Wiring by layer:
Drawn at 6 px/um. Only two layers are drawn.
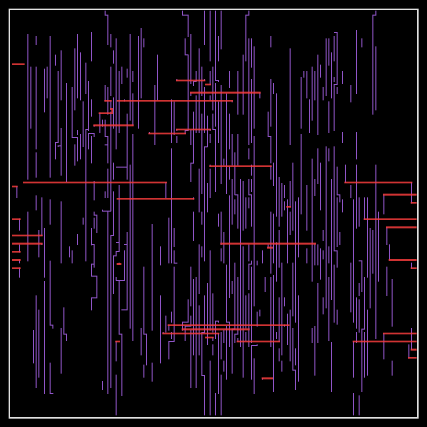
Cell placement:
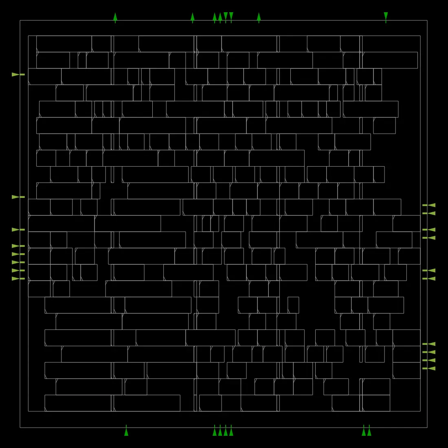
Selected gate families:
Drawn at 6 px/um.
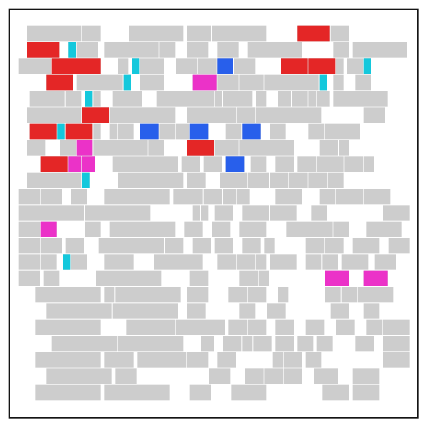
Zoomed window:
Region (19, 19) to (49, 49) um. Cells in grey, sequential cells in the stronger grey; small squares are vias.
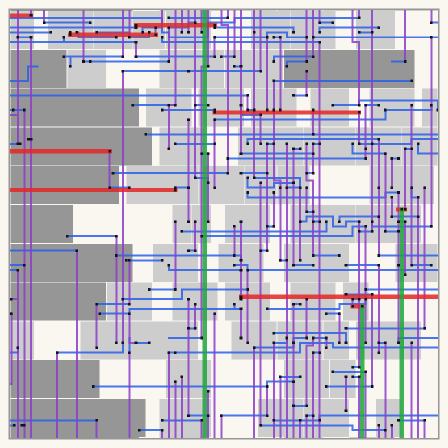
File: config.mk
export PLATFORM = sky130hd
export DESIGN_NAME = rfetch_scoreboard
export DESIGN_NICKNAME = d
export VERILOG_FILES = /design/src/rtl/rvga_types.sv /design/src/rtl/rfetch_sb_fifo.sv /design/src/rtl/rfetch_scoreboard.sv
export SDC_FILE = /design/constraint.sdc
export NUM_CORES = 1
export LEC_CHECK = 0
export CORE_UTILIZATION = 48
export DETAILED_ROUTE_END_ITERATION = 12
export PLACE_DENSITY_LB_ADDON = 0.1
export SKIP_CTS_REPAIR_TIMING = 1
export SLEW_MARGIN = 10
export SYNTH_ARGS = -nofsm -noshare
export SYNTH_HDL_FRONTEND = slang
export SYNTH_SLANG_ARGS = --single-unit
export TNS_END_PERCENT = 1
File: constraint.sdc
create_clock -name clk_i -period 2.6 [get_ports clk_i]
set_clock_uncertainty 0.1 [all_clocks]
set_input_delay 0.26 -clock clk_i [delete_from_list [all_inputs] [get_ports clk_i]]
set_output_delay 0.26 -clock clk_i [all_outputs]
set_load 0.03 [all_outputs]
File: src/rtl/rvga_types.sv
// rvga_types: shared register-index width and scoreboard sizing for the rfetch stage.
package rvga_types;
  localparam int REG_W = 5;
  localparam int SB_DEPTH = 4;
  typedef logic [REG_W-1:0] reg_idx_t;
endpackage

File: src/rtl/rfetch_sb_fifo.sv
// rfetch_sb_fifo: in-order FIFO of in-flight destination registers with per-entry valid bits.
module rfetch_sb_fifo
  import rvga_types::*;
#(
  parameter int DEPTH = SB_DEPTH
) (
  input  logic                     clk_i,
  input  logic                     rst_ni,
  input  logic                     push,
  input  reg_idx_t                 push_rd,
  input  logic                     pop,
  output reg_idx_t                 ent [DEPTH],
  output logic [DEPTH-1:0]         valid,
  output logic [$clog2(DEPTH)-1:0] head_ptr,
  output reg_idx_t                 head_rd,
  output logic [$clog2(DEPTH):0]   count_o
);
  localparam int PW = $clog2(DEPTH);
  localparam int CW = PW + 1;
  logic [PW-1:0] wr_ptr, rd_ptr;
  always_ff @(posedge clk_i or negedge rst_ni) begin
    if (!rst_ni) begin
      wr_ptr  <= '0;
      rd_ptr  <= '0;
      count_o <= '0;
      valid   <= '0;
    end else begin
      if (pop) begin
        valid[rd_ptr] <= 1'b0;
        rd_ptr        <= rd_ptr + 1'b1;
      end
      if (push) begin
        valid[wr_ptr] <= 1'b1;
        wr_ptr        <= wr_ptr + 1'b1;
      end
      count_o <= count_o + CW'(push) - CW'(pop);
    end
  end
  // Storage needs no reset: entries are only observed through their valid bits.
  always_ff @(posedge clk_i) begin
    if (push) ent[wr_ptr] <= push_rd;
  end
  assign head_ptr = rd_ptr;
  assign head_rd  = ent[rd_ptr];
endmodule

File: src/rtl/rfetch_scoreboard.sv
// rfetch_scoreboard: tracks in-flight rd writes and stalls rfetch on source hazards or a full table.
module rfetch_scoreboard
  import rvga_types::*;
#(
  parameter int DEPTH = SB_DEPTH
) (
  input  logic                   clk_i,
  input  logic                   rst_ni,
  input  reg_idx_t               rs1_i,
  input  reg_idx_t               rs2_i,
  input  logic [1:0]             rs_v_i,
  input  logic                   issue_v_i,
  input  logic                   issue_rd_w_v_i,
  input  reg_idx_t               issue_rd_i,
  input  logic                   flush_v_i,
  input  logic                   wb_v_i,
  input  reg_idx_t               wb_rd_i,
  output logic                   stall_v_o,
  output logic [$clog2(DEPTH):0] count_o,
  output logic                   wb_err_o
);
  localparam int PW = $clog2(DEPTH);
  reg_idx_t         ent [DEPTH];
  logic [DEPTH-1:0] valid;
  logic [PW-1:0]    head_ptr;
  reg_idx_t         head_rd;
  logic             pop, push, hazard;
  assign pop = wb_v_i && (count_o != '0);
  // The head being retired this cycle is forwarded by the register file, so it cannot hazard.
  always_comb begin
    hazard = 1'b0;
    for (int i = 0; i < DEPTH; i++)
      if (valid[i] && !(pop && head_ptr == PW'(i)) &&
          ((rs_v_i[0] && rs1_i != '0 && ent[i] == rs1_i) ||
           (rs_v_i[1] && rs2_i != '0 && ent[i] == rs2_i)))
        hazard = 1'b1;
  end
  assign stall_v_o = hazard | count_o[PW];
  assign push = issue_v_i && issue_rd_w_v_i && (issue_rd_i != '0) && !flush_v_i && !stall_v_o;
  always_ff @(posedge clk_i or negedge rst_ni) begin
    if (!rst_ni) wb_err_o <= 1'b0;
    else if (wb_v_i && (count_o == '0 || wb_rd_i != head_rd)) wb_err_o <= 1'b1;
  end
  rfetch_sb_fifo #(.DEPTH(DEPTH)) u_fifo (
    .clk_i    (clk_i),
    .rst_ni   (rst_ni),
    .push     (push),
    .push_rd  (issue_rd_i),
    .pop      (pop),
    .ent      (ent),
    .valid    (valid),
    .head_ptr (head_ptr),
    .head_rd  (head_rd),
    .count_o  (count_o)
  );
endmodule
==> results.toml <==
# yosys + openroad results
[run_status]
status = "finished, final reports clean"

[worst_setup_path]
crit_type = "flop to flop"
startpoint = "u_fifo.count_o[0]"
r2r-start = "u_fifo.count_o[0]"
end_kind = "flop"
crit_arrival_ns = 2.69
crit_required_ns = 2.70
start_kind = "flop"
crit_fanout = 3
rrSetupSlack_ns = 0.004

[route]
drt_first_pass_iters = 4
wl_met3_um = 240
drt-initial-drc-count = 70
antenna_left = 0
via_count = 1562
wl_per_cell_um = 17.88
dr.max_layer_used = "met4"
wl_met2_mm = 2.592
wirelength_mm = 5.150
drt-met1-wl_mm = 2.174
routed_via_density = 5.424
drc = 0

[synthesis]
yosys.area_share.xor_xnor = 0.2063
ys_cells = 173
compound_area_frac = 0.06735
simple_gate_share = 0.1118
topCellsByArea = "edfxtp_1 29%, dfrtp_1 14%, xnor2_1 13%, xor2_1 7.6%, ha_1 6.0%"
yosysTopAreaCell = "edfxtp_1"
synth_area_sq_um = 2081
adder_share = 0.06975
synth.distinct_cells = 37
ys_sh_mux = 0.06133
flop_cell = "edfxtp_1"
edf_count = 20
top_area_frac = 0.2886
ys_seq_frac = 0.4330
topCombFamilyByArea = "XOR/XNOR gates"
ys_chip_area_sq_um = 2081
ys_ff = 32
async_reset_ff_frac = 0.3750
yosysMostFrequentCell = "xnor2_1"
yosysWarnings = 0
fp_nets = 212
syn_avg_cell_area_sq_um = 12.03
common_cells = "31 x xnor2_1, 20 x edfxtp_1, 18 x xor2_1"
synthCells = 173

[worst_hold_path]
hp-class = "input port to async pin"

[final_layout]
nets = 276
synthToLayoutAreaGrowth_pct = 41.67
diodes = 0
layout-drive-gt1-share = 0.3319

[timing]
maxSlewViolCount = 0
rsz0062_at_grt = "yes"
tightest_slew_ns = 0.5715
tns_ns = 0
finalClockPeriodUsage = 0.9986
timing.fmax_mhz = 385.1
finalCriticalPeriod_ns = 2.596
setup_viol = 0
relSlewSlack = 0.6178
hold_viol = 0

[cts]
htreeDepth = 2
clk_pin_slew_worst_paths_ns = 0.07
numCtsBuffers = 5
clkSinkCount = 32
cts_tree = "done"
cts-root-buf = "clkbuf_8"
ctsLongestPathBuffers = 2
worstSkewPairLatency_ns = 0.28

[die]
die_h_um = 67.84
core_area_sq_um = 4086
rows = 23
die_w_um = 67.84
fp-utilization = 0.5092
dieArea_sq_um = 4602
ioPinCount = 33

[power_and_ir_drop]
p_per_area_nw_per_um2 = 743.2
leakagePower_nw = 1.201
ir_drop_v = 0.0005425

[job]
maxCapViolations = 0
warnings = 34

[place]
portBuffers = 32
gp_congestion = 0.9081
dp_hpwl_mm = 4.190

[global_route]
grt_max_degree = 13
grt_pass1_vias = 1672
grt_pass1_wl_mm = 8.004
track_usage = 0.2529
gr-total-overflow = 0
antenna_found_initial = 0
## Picture notes: 'wiring by layer'
Key: metal 3 = red [wire length 241 um]; metal 2 = purple [wire length 2590 um]

## Picture notes: 'cell placement'
fillers: 289
final design utilization: 0.7214
Non-Filler Instances: 288

## Picture notes: 'selected gate families'
Key: AND-OR and OR-AND gates = blue [cells 5]; AND and OR gates = magenta [cells 7]; inverters = cyan [cells 9]; adder and majority cells = red [cells 11]

## Picture notes: 'zoomed window'
Key: metal 1 = blue; metal 2 = purple; metal 3 = red; metal 4 = green
Most frequent: xnor2_1 (11), xor2_1 (9), edfxtp_1 (7). Netlist names of flops here include u_fifo.ent (7), u_fifo.valid (1). 59 logic cells have their middle in the window. Sequential cells in the window: 8.

## cell families after synthesis
logic type	count (synthesis)
adders and majority gates	11
AOI/OAI and AO/OA	16
xor gates and xnor gates	49
and+or+nand+nor	37
buffers and inverters	22
muxes	6
DFF	32
## cell usage in the layout, fill, tap and decap left out, types with 8 or more instances in the layout
master           instances
dlymetal6s2s_1          10
clkdlybuf4s50_1         21
xor2_1                  18
dfrtp_1                 12
ha_1                     8
edfxtp_1                20
buf_4                   33
xnor2_1                 29
nand3_1                  8
inv_1                    9
## per-stage QoR
step                std cells  hold WS, ns  total power [mW]  cell area, sq um  setup WS (ns)
floorplan                 173      -0.1356             1.257              2082        -0.1860
global placement          278       0.3413             1.579              2663        -0.6403
detailed placement        278       0.3536             1.631              2663        -0.6586
CTS                       286       0.2698             2.101              2770        -0.6791
global route              288       0.2986             2.302              2948       -0.07266
finish                    288       0.2405             2.191              2948       0.003560
## final cells by class
type                       count  area [sq um]  share of cell area
multi-input combinational    119          1192              0.4045
sequential                    32         900.9              0.3056
clock inverter                 2         35.03             0.01188
inverter                       9         33.78             0.01146
tap                           50         62.56             0.02122
timing repair buffer          70         650.6              0.2207
clock buffer                   6         72.57             0.02462
## path summary, 6_finish.rpt
path | to | cells past startpoint
worst max-delay path | u_fifo.count_o[2] | 12
worst min-delay path | u_fifo.count_o[0] | 1
worst max register to register | u_fifo.count_o[2] | 12
worst min register to register | wb_err_o | 1
max in group asynchronous | wb_err_o | 1
min in group clk_i | wb_err_o | 1
## power by group
| part | internal [mW] | switching (mW) | total [mW] |
|---|---|---|---|
| sequential | 0.636 | 0.0817 | 0.717 |
| combinational | 0.514 | 0.491 | 1.01 |
| clock | 0.284 | 0.184 | 0.468 |
| total | 1.43 | 0.757 | 2.19 |
## critical path, cell delays in order (launching register included)
cell and delay (ns):
dfrtp_1 0.43, o311ai_4 0.30, nand2_2 0.12, buf_4 0.16
nor4_2 0.17, a31oi_2 0.07, nand3_2 0.11, buf_6 0.12
nor4_4 0.04, ha_2 0.18, fa_2 0.37, xnor2_2 0.15
xnor2_1 0.20
## per-layer routing
layer / vias to the layer above / global-route usage
li1: 739 / -
met1: 755 / 0.3219
met2: 56 / 0.4146
met3: 12 / 0.04333
met4: 0 / 0.1250
met5: - / 0
## flip-flops by register name, indices dropped and copies added, names as in the netlist
| name | flops |
|---|---|
| u_fifo.valid | 4 |
| wb_err_o | 1 |
| u_fifo.count_o | 3 |
| u_fifo.head_ptr | 2 |
| u_fifo.wr_ptr | 2 |
| u_fifo.ent | 20 |
Power is estimated from default activity; no workload was simulated.
